<file path="config.mk">
export PLATFORM = sky130hd
export DESIGN_NAME = ram_responder_flat
export DESIGN_NICKNAME = d
export VERILOG_FILES = /design/src/rtl/ram_responder_if.sv /design/src/rtl/ram_responder.sv /design/src/flat_wrapper.sv
export SDC_FILE = /design/constraint.sdc
export NUM_CORES = 1
export LEC_CHECK = 0
export ABC_AREA = 1
export CAP_MARGIN = 20
export CORE_AREA = 2 2 213 215
export DETAILED_ROUTE_END_ITERATION = 10
export DIE_AREA = 0 0 215 217
export HOLD_SLACK_MARGIN = 0.08
export SYNTH_ARGS = -nofsm -noshare
export SYNTH_HDL_FRONTEND = slang
export SYNTH_SLANG_ARGS = --single-unit
</file>
<file path="constraint.sdc">
create_clock -name clk -period 4.7 [get_ports clk]
set_clock_uncertainty 0.15 [all_clocks]
set_input_delay 1.41 -clock clk [delete_from_list [all_inputs] [get_ports clk]]
set_output_delay 1.41 -clock clk [all_outputs]
set_load 0.01 [all_outputs]
</file>
<file path="src/rtl/ram_responder_if.sv">
// Request/response bundle between a requester (master) and ram_responder (slave).
// Handshake is four-phase: the master holds operation != 0 until done rises,
// then returns operation to 0; done falls one edge later and the slave is idle.
interface ram_responder_if;
    logic [1:0]  operation;
    logic [3:0]  address;
    logic [15:0] data_in;
    logic [15:0] data_out;
    logic        done;
    logic        busy;
    logic        parity_err;

    modport master (
        output operation, address, data_in,
        input  data_out, done, busy, parity_err
    );

    modport slave (
        input  operation, address, data_in,
        output data_out, done, busy, parity_err
    );
endinterface

</file>
<file path="src/rtl/ram_responder.sv">
// ram_responder: 16 x 16-bit register RAM driven by a four-phase request
// handshake (IDLE/GET/SET/RESET). Optional per-word even parity is enabled by
// defining RAM_RESPONDER_PARITY_EN; without it parity_err is tied to 0.
module ram_responder #(
    parameter int          GET_LAT  = 1,
    parameter logic [15:0] CLR_DATA = 16'h0000
) (
    input  logic           clk,
    input  logic           reset_n,
    ram_responder_if.slave bus,
    output logic [2:0]     dbg_state_o
);
    typedef enum logic [2:0] {
        S_IDLE = 3'd0,
        S_GET  = 3'd1,
        S_SET  = 3'd2,
        S_CLR  = 3'd3,
        S_DONE = 3'd4
    } state_t;

    localparam logic [1:0] LAT_LOAD = 2'(GET_LAT - 1);

    state_t      state_q, state_d;
    logic [3:0]  addr_q, addr_d;
    logic [15:0] wdata_q, wdata_d;
    logic [1:0]  lat_q, lat_d;
    logic [3:0]  sweep_q, sweep_d;
    logic [15:0] dout_q, dout_d;
    logic        done_q, done_d;
    logic        perr_q, perr_d;
    logic [15:0] mem_q [16];

    logic        mem_we;
    logic [3:0]  mem_wa;
    logic [15:0] mem_wd;
    logic        perr_calc;

`ifdef RAM_RESPONDER_PARITY_EN
    logic mem_par_q [16];

    // Stored parity versus parity recomputed from the stored word.
    always_comb perr_calc = mem_par_q[addr_q] ^ (^mem_q[addr_q]);

    // Parity bit tracks every write into the array.
    always_ff @(posedge clk or negedge reset_n) begin
        if (!reset_n) begin
            for (int i = 0; i < 16; i++) mem_par_q[i] <= 1'b0;
        end else if (mem_we) begin
            mem_par_q[mem_wa] <= ^mem_wd;
        end
    end
`else
    assign perr_calc = 1'b0;
`endif

    // Next-state and datapath decisions; every output defaults to hold.
    always_comb begin
        state_d = state_q;
        addr_d  = addr_q;
        wdata_d = wdata_q;
        lat_d   = lat_q;
        sweep_d = sweep_q;
        dout_d  = dout_q;
        done_d  = done_q;
        perr_d  = perr_q;
        mem_we  = 1'b0;
        mem_wa  = addr_q;
        mem_wd  = wdata_q;
        case (state_q)
            S_IDLE: begin
                if (bus.operation != 2'd0) begin
                    addr_d  = bus.address;
                    wdata_d = bus.data_in;
                    lat_d   = LAT_LOAD;
                    sweep_d = 4'd0;
                    case (bus.operation)
                        2'd1:    state_d = S_GET;
                        2'd2:    state_d = S_SET;
                        default: state_d = S_CLR;
                    endcase
                end
            end
            S_GET: begin
                if (lat_q == 2'd0) begin
                    dout_d  = mem_q[addr_q];
                    done_d  = 1'b1;
                    perr_d  = perr_calc;
                    state_d = S_DONE;
                end else begin
                    lat_d = lat_q - 2'd1;
                end
            end
            S_SET: begin
                mem_we  = 1'b1;
                done_d  = 1'b1;
                state_d = S_DONE;
            end
            S_CLR: begin
                // One word per edge; the counter parks at 15 once the sweep ends.
                mem_we = 1'b1;
                mem_wa = sweep_q;
                mem_wd = CLR_DATA;
                if (sweep_q == 4'd15) begin
                    done_d  = 1'b1;
                    dout_d  = CLR_DATA;
                    state_d = S_DONE;
                end else begin
                    sweep_d = sweep_q + 4'd1;
                end
            end
            S_DONE: begin
                if (bus.operation == 2'd0) begin
                    done_d  = 1'b0;
                    perr_d  = 1'b0;
                    state_d = S_IDLE;
                end
            end
            default: state_d = S_IDLE;
        endcase
    end

    // Control and datapath registers; reset aborts any operation in flight.
    always_ff @(posedge clk or negedge reset_n) begin
        if (!reset_n) begin
            state_q <= S_IDLE;
            addr_q  <= '0;
            wdata_q <= '0;
            lat_q   <= '0;
            sweep_q <= '0;
            dout_q  <= '0;
            done_q  <= 1'b0;
            perr_q  <= 1'b0;
        end else begin
            state_q <= state_d;
            addr_q  <= addr_d;
            wdata_q <= wdata_d;
            lat_q   <= lat_d;
            sweep_q <= sweep_d;
            dout_q  <= dout_d;
            done_q  <= done_d;
            perr_q  <= perr_d;
        end
    end

    // Storage array; reset clears every word, including a half-done sweep.
    always_ff @(posedge clk or negedge reset_n) begin
        if (!reset_n) begin
            for (int i = 0; i < 16; i++) mem_q[i] <= '0;
        end else if (mem_we) begin
            mem_q[mem_wa] <= mem_wd;
        end
    end

    assign bus.data_out   = dout_q;
    assign bus.done       = done_q;
    assign bus.busy       = (state_q != S_IDLE);
    assign bus.parity_err = perr_q;
    assign dbg_state_o    = state_q;
endmodule

</file>
<file path="src/flat_wrapper.sv">
// flat-port wrapper written by rule: the top's interface ports become plain ports
module ram_responder_flat 
#(
    parameter int          GET_LAT  = 1,
    parameter logic [15:0] CLR_DATA = 16'h0000
)
  (clk, reset_n, dbg_state_o, bus_operation, bus_address, bus_data_in, bus_data_out, bus_done, bus_busy, bus_parity_err);
  ram_responder_if bus_i ();
  input  logic clk;
  input  logic reset_n;
  output logic [2:0] dbg_state_o;
  input wire logic [$bits(bus_i.operation)-1:0] bus_operation;
  input wire logic [$bits(bus_i.address)-1:0] bus_address;
  input wire logic [$bits(bus_i.data_in)-1:0] bus_data_in;
  output wire logic [$bits(bus_i.data_out)-1:0] bus_data_out;
  output wire logic [$bits(bus_i.done)-1:0] bus_done;
  output wire logic [$bits(bus_i.busy)-1:0] bus_busy;
  output wire logic [$bits(bus_i.parity_err)-1:0] bus_parity_err;
  assign bus_i.operation = bus_operation;
  assign bus_i.address = bus_address;
  assign bus_i.data_in = bus_data_in;
  assign bus_data_out = bus_i.data_out;
  assign bus_done = bus_i.done;
  assign bus_busy = bus_i.busy;
  assign bus_parity_err = bus_i.parity_err;
  ram_responder #(.GET_LAT(GET_LAT), .CLR_DATA(CLR_DATA)) u_core (.clk(clk), .reset_n(reset_n), .bus(bus_i), .dbg_state_o(dbg_state_o));
endmodule
</file>
### Metal 1, run 1

The bar under the picture is 50 um long. Supply wires on this layer in gray. Cells faint in the background.
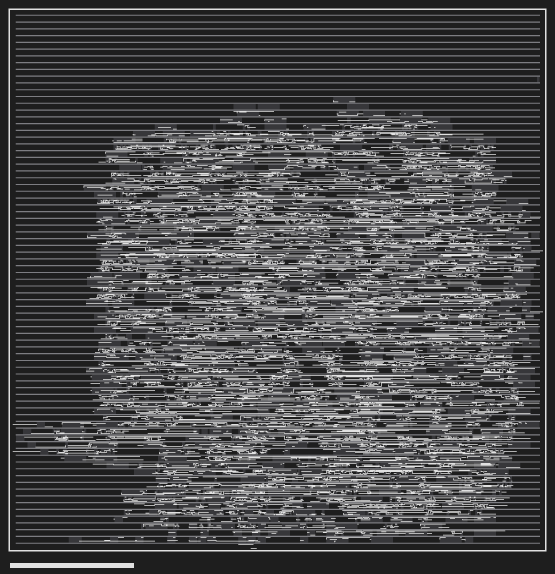
The layer carries 20.8 mm of wire. The layer holds 44% of the routed length. The wires run mostly horizontal.

### Close-up of the layout, run 1

The bar under the picture is 10 um long. Region (88, 45) to (128, 85) um. Cells in gray, sequential cells in the stronger gray; small squares are vias.
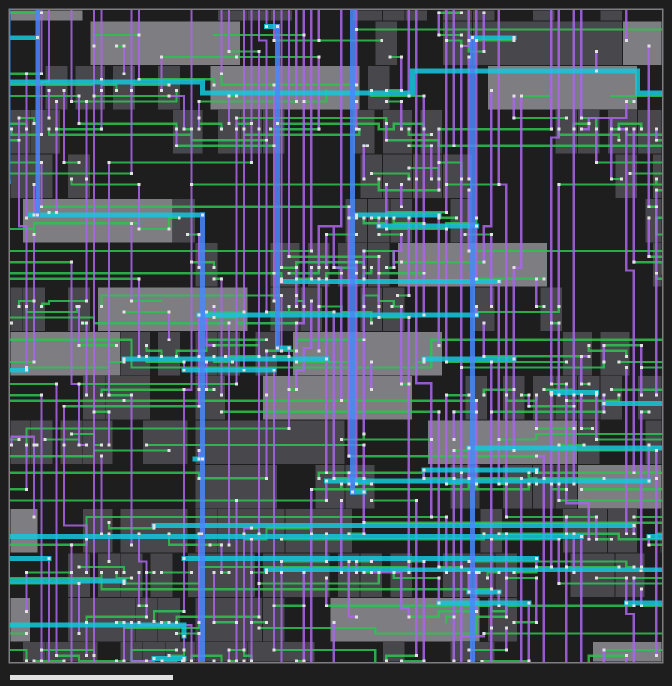
M4: shown in blue. M2: shown in purple. M1: shown in green. M3: shown in cyan.
Netlist names of flops here include `u_core.mem_q` (12). Most frequent: nand2_1 (49), nand3_1 (28), inv_1 (13). 118 logic cells have their middle in the window. Sequential cells in the window: 12.

### Track usage over the die, run 1

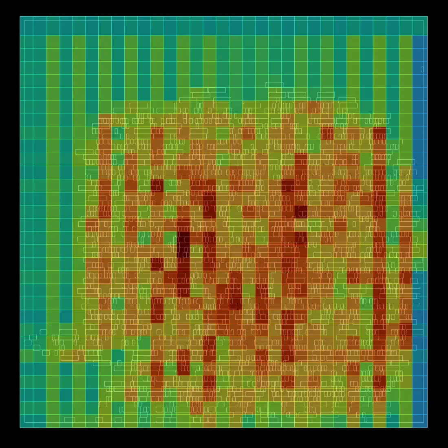
met1 Use GR: 28.65%
aggregate global-route resource usage: 20.82%
final core area utilization: 38.93%
GR Util met2: 34.90%

==> notes.md, run 1 <==
Implementation summary

The clock tree root driver cell is sky130_fd_sc_hd__clkbuf_16. The number of rows in the core area is 78. The final setup slack of the worst path is between 1 and 1.5 ns. Setup repair after global routing left no endpoint under its margin. The hold-fix buffer count after cts is 0. The number of instances in the placed design is 2,692. The vertical die dimension reported for this design is 217 um.

The portion of total power attributed to the clock network is 23.1%. The number of remaining DRC errors is 0. The reported clock group power is 2.77 mW.

The arrival time reported for the critical path endpoint is 3.79 ns. The yosys cell count is about 2,200. In this run, the synthesized area fraction spent on and/or/nand/nor cells is recorded as 39.24%.

Measured against its own limit, the worst slew margin works out to between 20% and 30%. The congestion estimate from routability-driven global placement came to 0.8104. The largest incremental delay on the critical path is 0.63 ns.

The number of fill cells is approximately 4,700. The worst hold path was traced through 2 stages. The core utilization at floorplan is about 34%.

The critical hold path startpoint is u_core.mem_q[226]. The clock buffer count from CTS is 35. The slowest stage of the critical path belongs to the cell sky130_fd_sc_hd__nor2_4.

The initial antenna violation count came to 0. The number of top-level pins is 46. The actual transition at the worst max-transition pin is 1.102 ns. The number of global-route vias before repair is ~13,000. For reference, the critical path is launched at u_core.dbg_state_o[0]. The number of max-capacitance violations reported is 0. The number of logic stages on the critical path including buffering is 10. The last element of the critical path is u_core.mem_q[177]. The largest total area in the synthesized netlist belongs to sky130_fd_sc_hd__dfrtp_1. Before any placement, the netlist area is recorded as 15,320 um2. The reported sequential group power is about 3.9 mW. The sequential cell area fraction in the yosys report is approximately 50%.

After synthesis, the mean cell area works out to 7.082 um2. The number of cell instances on the worst register-to-register path is 10. The estimated wirelength of the detail-placed design is between 20,000 and 30,000 um. The worst-case hold path end point is u_core.mem_q[226]. On the final layout, the worst hold slack is 0.3192 ns.

Ranking logic cells in the layout by count gives the top entries sky130_fd_sc_hd__nand2_1, sky130_fd_sc_hd__nand3_1, sky130_fd_sc_hd__dfrtp_1. In this run the remaining antenna-violating nets after routing total 0. After synthesis, the chip area reported by Yosys is 15,320 um2. Of all power groups, the one with the highest power is combinational cells. The layer with the highest usage is met2. For this run, the number of Yosys warnings is 0.

The synthesis report gives the async set-or-reset register share as 100.0%. The flow ran to the end, and the final reports show no timing, DRC or antenna violations.
[run 1: sequential cells by signal, summed over array words and instances (netlist names)]
signal	flops
u_core.mem_q	256
u_core.lat_q	2
u_core.bus.done	1
u_core.dbg_state_o	3
u_core.addr_q	4
u_core.sweep_q	4
u_core.bus.data_out	16
u_core.wdata_q	16
[run 1: logic make-up after synthesis]
family	after synthesis
and+or+nand+nor	1441
buffers and inverters	381
DFF	302
AOI/OAI and AO/OA	36
adders and majority gates	2
other	1
[run 1: final cells by class]
class,instances,area (um2),share of cell area [%]
multi-input combinational,1480,6304,36.23
inverter,231,869.6,4.997
clock buffer,51,1059,6.083
timing repair buffer,80,760.7,4.372
sequential,302,7562,43.46
tap,600,750.7,4.314
clock inverter,9,95.09,0.5465
==> inputs of run 2 (changes only) <==
==> constraint.sdc (replaced) <==
create_clock -name clk -period 3.3 [get_ports clk]
set_clock_uncertainty 0.15 [all_clocks]
set_input_delay 0.99 -clock clk [delete_from_list [all_inputs] [get_ports clk]]
set_output_delay 0.99 -clock clk [all_outputs]
set_load 0.01 [all_outputs]
==> notes.md, run 2 <==
Implementation summary

The run finished with clean final reports. Clock tree synthesis selected as its root buffer the cell sky130_fd_sc_hd__clkbuf_16. The sequential cell area in the final layout is 7562 um2 (unchanged). For this run, the post-layout net count is 2,186.

The relative contribution of combinational cells to total power is 44.0%. The floorplan die height is 217 um (unchanged). The number of top-level pins came to 46 (unchanged).

The final hold violation count is 0. By count the netlist is led by sky130_fd_sc_hd__nand2_1, sky130_fd_sc_hd__nand3_1, sky130_fd_sc_hd__dfrtp_1. Per the detail_route log, the uppermost layer with routed signals is met4. The average footprint of a synthesized cell is 7.082 um2 (unchanged). The number of remaining DRC errors was 0 (unchanged). The yosys cell count is 2,163 (unchanged).

The number of cell instances on the worst register-to-register path was 9 (-1). Per the synthesis report, the XOR/XNOR share of the synthesized area is 0%. The number of fill cells came to 4,721 (-0.30%). The post-route clock period utilization is between 90% and 100%.

The final setup slack of the worst path came to 0.3039 ns (-0.8467 ns). Yosys mapped a number of flops with a built-in enable equal to 0. The vias per cell is 4.988. The largest incremental delay on the critical path was 0.61 ns (-0.02 ns). The floorplan step set the die width to 215 um.

The cell depth of the worst hold path is 2 (unchanged). The synthesized cell area is 15,320 um2 (unchanged). On the critical path, the stage with the largest delay is an instance of sky130_fd_sc_hd__nor2_4. The hold-fix buffer count after cts came to 0 (unchanged). The portion of total power attributed to the clock network came to 23.2% (about the same). The core utilization at floorplan was 34.27% (unchanged). In this run the VDD rail shows a maximum IR drop of 0.0004357 V. The actual transition at the worst max-transition pin is 1.144 ns (+0.04132 ns). The initial antenna violation count was 0 (unchanged). The portion of the layout cell area used by non-clock buffers is 5.818% (+1.4 points).

The non-clock buffer count in the final layout was 110 (+38%). The share of synthesized cell area in and, or, nand and nor gates came to 39.24% (unchanged). The number of clock buffers in the layout came to 53 (+3.9%). The share of flip-flops with an asynchronous set or reset after synthesis is 100.0% (unchanged). The register with the highest flop count is u_core.mem_q. The flip-flop count of the largest register after layout is 256 (unchanged).

The top cell types in the final layout, fill and taps aside, are sky130_fd_sc_hd__nand2_1, sky130_fd_sc_hd__nand3_1, sky130_fd_sc_hd__dfrtp_1. The cell type with the highest aggregate area in the netlist is sky130_fd_sc_hd__dfrtp_1. The script extracted a total leakage power of 9.423 nW. The reported sequential group power is 5.62 mW (+43%).

From synthesis to final layout, the design area changed by 15.40%. The area of combinational cells with multiple inputs was 6296 um2 (-0.12%). The area of the die is about 47,000 um2.

By area, registers come first. The clock buffer count from CTS was 35 (unchanged). The first-pass GRT wire length is 76,630 um. The total combinational power is 7.55 mW. Setup repair after global routing left no endpoint under its margin.

The count of antenna-violating nets left after detailed routing was 0 (unchanged). The number of logic stages on the critical path including buffering is 9 (-1). The global-route usage over all layers is 20.56% (-0.26 points).

The combinational fraction of the cell area was 35.62% (-0.61 points). The number of rows in the core area is 78 (unchanged). The yosys warning tally came to 0 (unchanged). For reference, the top cells by area after synthesis are sky130_fd_sc_hd__dfrtp_1, sky130_fd_sc_hd__nand2_1, sky130_fd_sc_hd__nand3_1, sky130_fd_sc_hd__inv_1, sky130_fd_sc_hd__clkbuf_1. The sequential share of power is 32.8%. The detailed-routed wire length on met3 is 3137 um. The estimated wirelength of the detail-placed design was 28,910 um (+6.9%). The cell seen most often among critical-path stages is sky130_fd_sc_hd__nand2_1. The clock period minus final worst setup slack is 2.996 ns.

The number of non-clock inverters in the layout is 231 (unchanged). The share of final layout cell area taken by clock buffers and inverters is 6.618% (-0.012 points). The sequential share of cell area was 42.78% (-0.68 points). The number of instances in the placed design is 2,723 (+1.2%). The largest power group is combinational cells. The arrival time reported for the critical path endpoint is 3.25 ns (-0.54 ns). The number of max-capacitance violations reported is 0 (unchanged). The buffer and inverter count on the worst path is 1. The number of multi-input combinational cells is 1,480 (unchanged). The worst relative slew slack is 23.68% (-2.8 points).

For this design, the sink count on the clock tree is 302. The flop count was 302 (unchanged). The summed standard-cell area reported by yosys is 15,320 um2 (unchanged). Detailed placement reports a standard cell area of between 15,000 and 20,000 um2. The path type of the worst min-delay path is reg -> reg. The commonest register cell is sky130_fd_sc_hd__dfrtp_1.

The number of standard cells in the layout, taps in and fillers out is 2,786. The final RePlAce weighted congestion came to 0.8195 (+1.1%). The reported clock group power was 3.98 mW (+44%). The number of global-route vias before repair is 13,680 (+2.3%). The sequential cell area fraction in the yosys report was 49.33% (unchanged).

After clock tree synthesis, the repair step resized 0 gates. The first TritonRoute pass finished after 5 iterations. STA classifies the critical path startpoint as a register.

The tap cell count was 600 (unchanged). Per the post-CTS timing run, clock transition at the registers of the reported paths is roughly 0.06 ns. Summing all non-filler instances in the final layout gives an area of 17,680 um2.

Global route summary, busiest routing layer listed as met2.
run 2: cell counts after synthesis:
Identical to the previous run, type by type.
run 2: path summary, 6_finish.rpt:
path,end,from
worst max-delay path,u_core.mem_q[182],u_core.dbg_state_o[0]
min in group asynchronous,u_core.wdata_q[7],reset_n
max in group asynchronous,u_core.mem_q[13],reset_n
worst min-delay path,u_core.mem_q[88],u_core.mem_q[88]
worst max register to register,u_core.mem_q[182],u_core.dbg_state_o[0]
worst min register to register,u_core.mem_q[88],u_core.mem_q[88]
run 2: through the flow:
| stage | hold WS [ns] | power (mW) |
|---|---|---|
| final | 0.3190 | 17.16 |
| after global placement | 0.3026 | 13.06 |
| after CTS | 0.3222 | 17.18 |
| after detailed placement | 0.3081 | 13.16 |
| after floorplan | 0.2919 | 10.45 |
| after global routing | 0.3354 | 18.39 |
### Track usage over the die, run 2

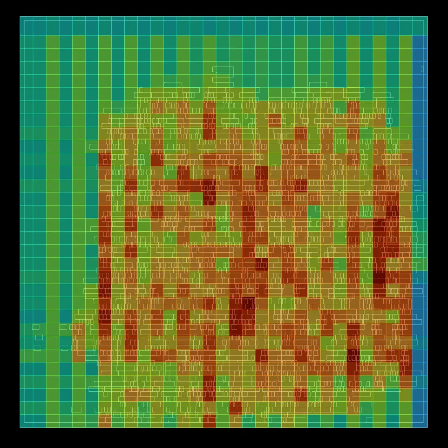
met1 Use GR: 27.59%
global routing met3 resource utilization: 3.312%
final core area utilization: 39.55%
GR Util met2: 34.40%

### Cell sizes after repair, run 2

The bar under the picture is 50 um long.
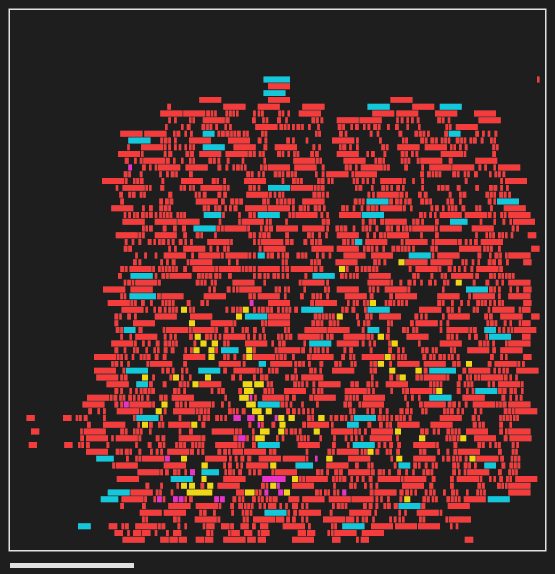
x1 and smaller: shown in red, cells 2,036, share 93%. x3 and x4: shown in yellow, cells 70, share 3.2%. x2: shown in magenta, cells 22, share 1.0%. x6 and larger: shown in cyan, cells 58, share 2.7%.

==> inputs of run 3 (changes only) <==
==> constraint.sdc (replaced) <==
create_clock -name clk -period 3.08 [get_ports clk]
set_clock_uncertainty 0.15 [all_clocks]
set_input_delay 0.924 -clock clk [delete_from_list [all_inputs] [get_ports clk]]
set_output_delay 0.924 -clock clk [all_outputs]
set_load 0.01 [all_outputs]
==> notes.md, run 3 <==
Implementation summary

In the layout the commonest cells are sky130_fd_sc_hd__nand2_1, sky130_fd_sc_hd__nand3_1, sky130_fd_sc_hd__dfrtp_1. The register with the highest flop count is u_core.mem_q. The flow ran to the end, and the final reports show no timing, DRC or antenna violations. The count of antenna-violating nets left after detailed routing is 0 (unchanged). The number of instances in the placed design was 2,720 (-0.11%).

The synthesized cell area is 15,320 um2 (unchanged). The total iterations of the first detailed-routing run is 6 (+1). The share of flip-flops with an asynchronous set or reset after synthesis is 100.0% (unchanged).

The yosys cell count was 2,163 (unchanged). The design area came to 17,630 um2 (-0.27%). The cell type with the highest aggregate area in the netlist is sky130_fd_sc_hd__dfrtp_1. The area fraction in xor and xnor cells is 0% (unchanged). The hold-fix buffer count after cts is 0 (unchanged). The routing usage on met3 is 3.382% (+0.070 points). The relative contribution of combinational cells to total power is 44.6% (+0.6 points). The number of rows in the core area is 78 (unchanged). The met1 usage is 28.03% (+0.44 points). The clock slew seen by the registers of the worst setup and hold paths was 0.06 ns (about the same). The portion of total power attributed to the clock network is 22.5% (-0.7 points). The standby leakage power is 9.387 nW (-0.38%).

The utilization of the core after routing is 39.44% (-0.11 points). The clock buffer count from CTS is 36 (+2.9%). The number of logic stages on the critical path including buffering is 5 (-4). The detailed-routed wire length on met3 came to 3150 um (+0.41%). Setup repair after global routing left no endpoint under its margin. The total combinational power is 8.14 mW (+7.8%). The actual transition at the worst max-transition pin came to 1.213 ns (+0.06960 ns). The number of synthesized flops with an enable pin is 0 (unchanged). The number of cell instances on the worst register-to-register path is 9 (unchanged). According to the timing report, the critical path is captured at bus_busy. The number of fill cells came to 4,686 (-0.74%). The horizontal die dimension was 215 um (unchanged). The number of max-capacitance violations reported is 0 (unchanged). The worst vdd rail ir drop is 0.0005694 V (+31%). The highest routed metal layer is met4. The number of global-route vias before repair was 13,510 (-1.3%). The number of top-level pins is 46 (unchanged).

The final RePlAce weighted congestion is 0.8517 (+3.9%). For this design, the slowest cell found on the critical path is sky130_fd_sc_hd__clkdlybuf4s50_1. The overall power of the completed layout is 18.26 mW (+6.4%). The vias per cell came to 4.994 (+0.11%). The most critical min-delay path falls under in -> async. The startpoint identified for the worst register-to-register timing path is u_core.dbg_state_o[0].

The worst register-to-register path ends at u_core.mem_q[51]. The final hold violation count came to 0 (unchanged). The floorplan die height is 217 um (unchanged). The first-pass GRT wire length came to 76,960 um (+0.42%). The arrival time reported for the critical path endpoint was 1.82 ns (-1.43 ns). The average footprint of a synthesized cell is 7.082 um2 (unchanged).

The estimated wirelength of the detail-placed design came to 28,360 um (-1.9%). The summed standard-cell area reported by yosys was 15,320 um2 (unchanged). The sequential cell area in the final layout came to 7562 um2 (unchanged). The number of resized instances in the post-cts repair step is 0 (unchanged). In this run the worst setup path begins at u_core.dbg_state_o[0]. The initial antenna violation count is 0 (unchanged). The sequential share of power is 33.0% (+0.2 points).
run 3: netlist changes by cell type in the layout (fill, tap and decap cells not counted):
cell	change
sky130_fd_sc_hd__buf_12	+3
sky130_fd_sc_hd__buf_4	-6
sky130_fd_sc_hd__bufinv_16	-2
sky130_fd_sc_hd__clkbuf_1	-4
sky130_fd_sc_hd__clkbuf_16	+2
sky130_fd_sc_hd__clkbuf_8	-1
sky130_fd_sc_hd__clkinv_2	-1
sky130_fd_sc_hd__clkinvlp_4	+1
sky130_fd_sc_hd__inv_6	-3
run 3: cell type report:
class	count	area share (%)
Clock inverter	5	0.2981
Sequential cell	302	42.90
Tap cell	600	4.258
Clock buffer	50	5.983
Inverter	231	4.933
Timing Repair Buffer	107	5.919
Multi-Input combinational cell	1480	35.71
### Track usage over the die, run 3

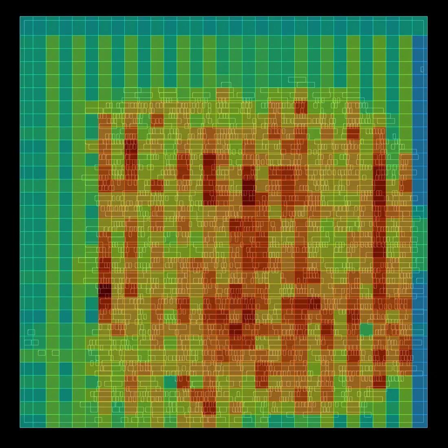
layer with the highest usage after global routing: met2
aggregate global-route resource usage: 20.76%

### The metal 2 layer, run 3

The bar under the picture is 50 um long. Cells faint in the background.
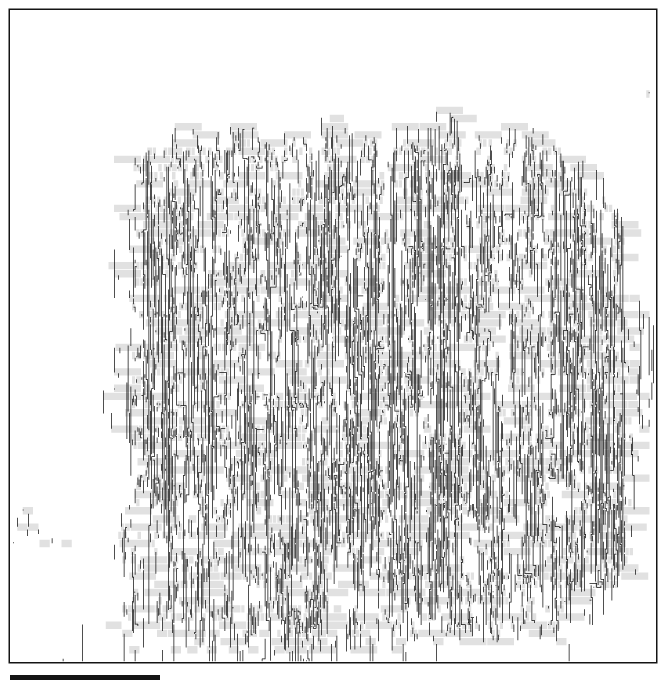
The wires run mostly vertical. The layer carries 22.3 mm of wire.

Power figures rest on the tool's default switching activity, not on a simulated workload.
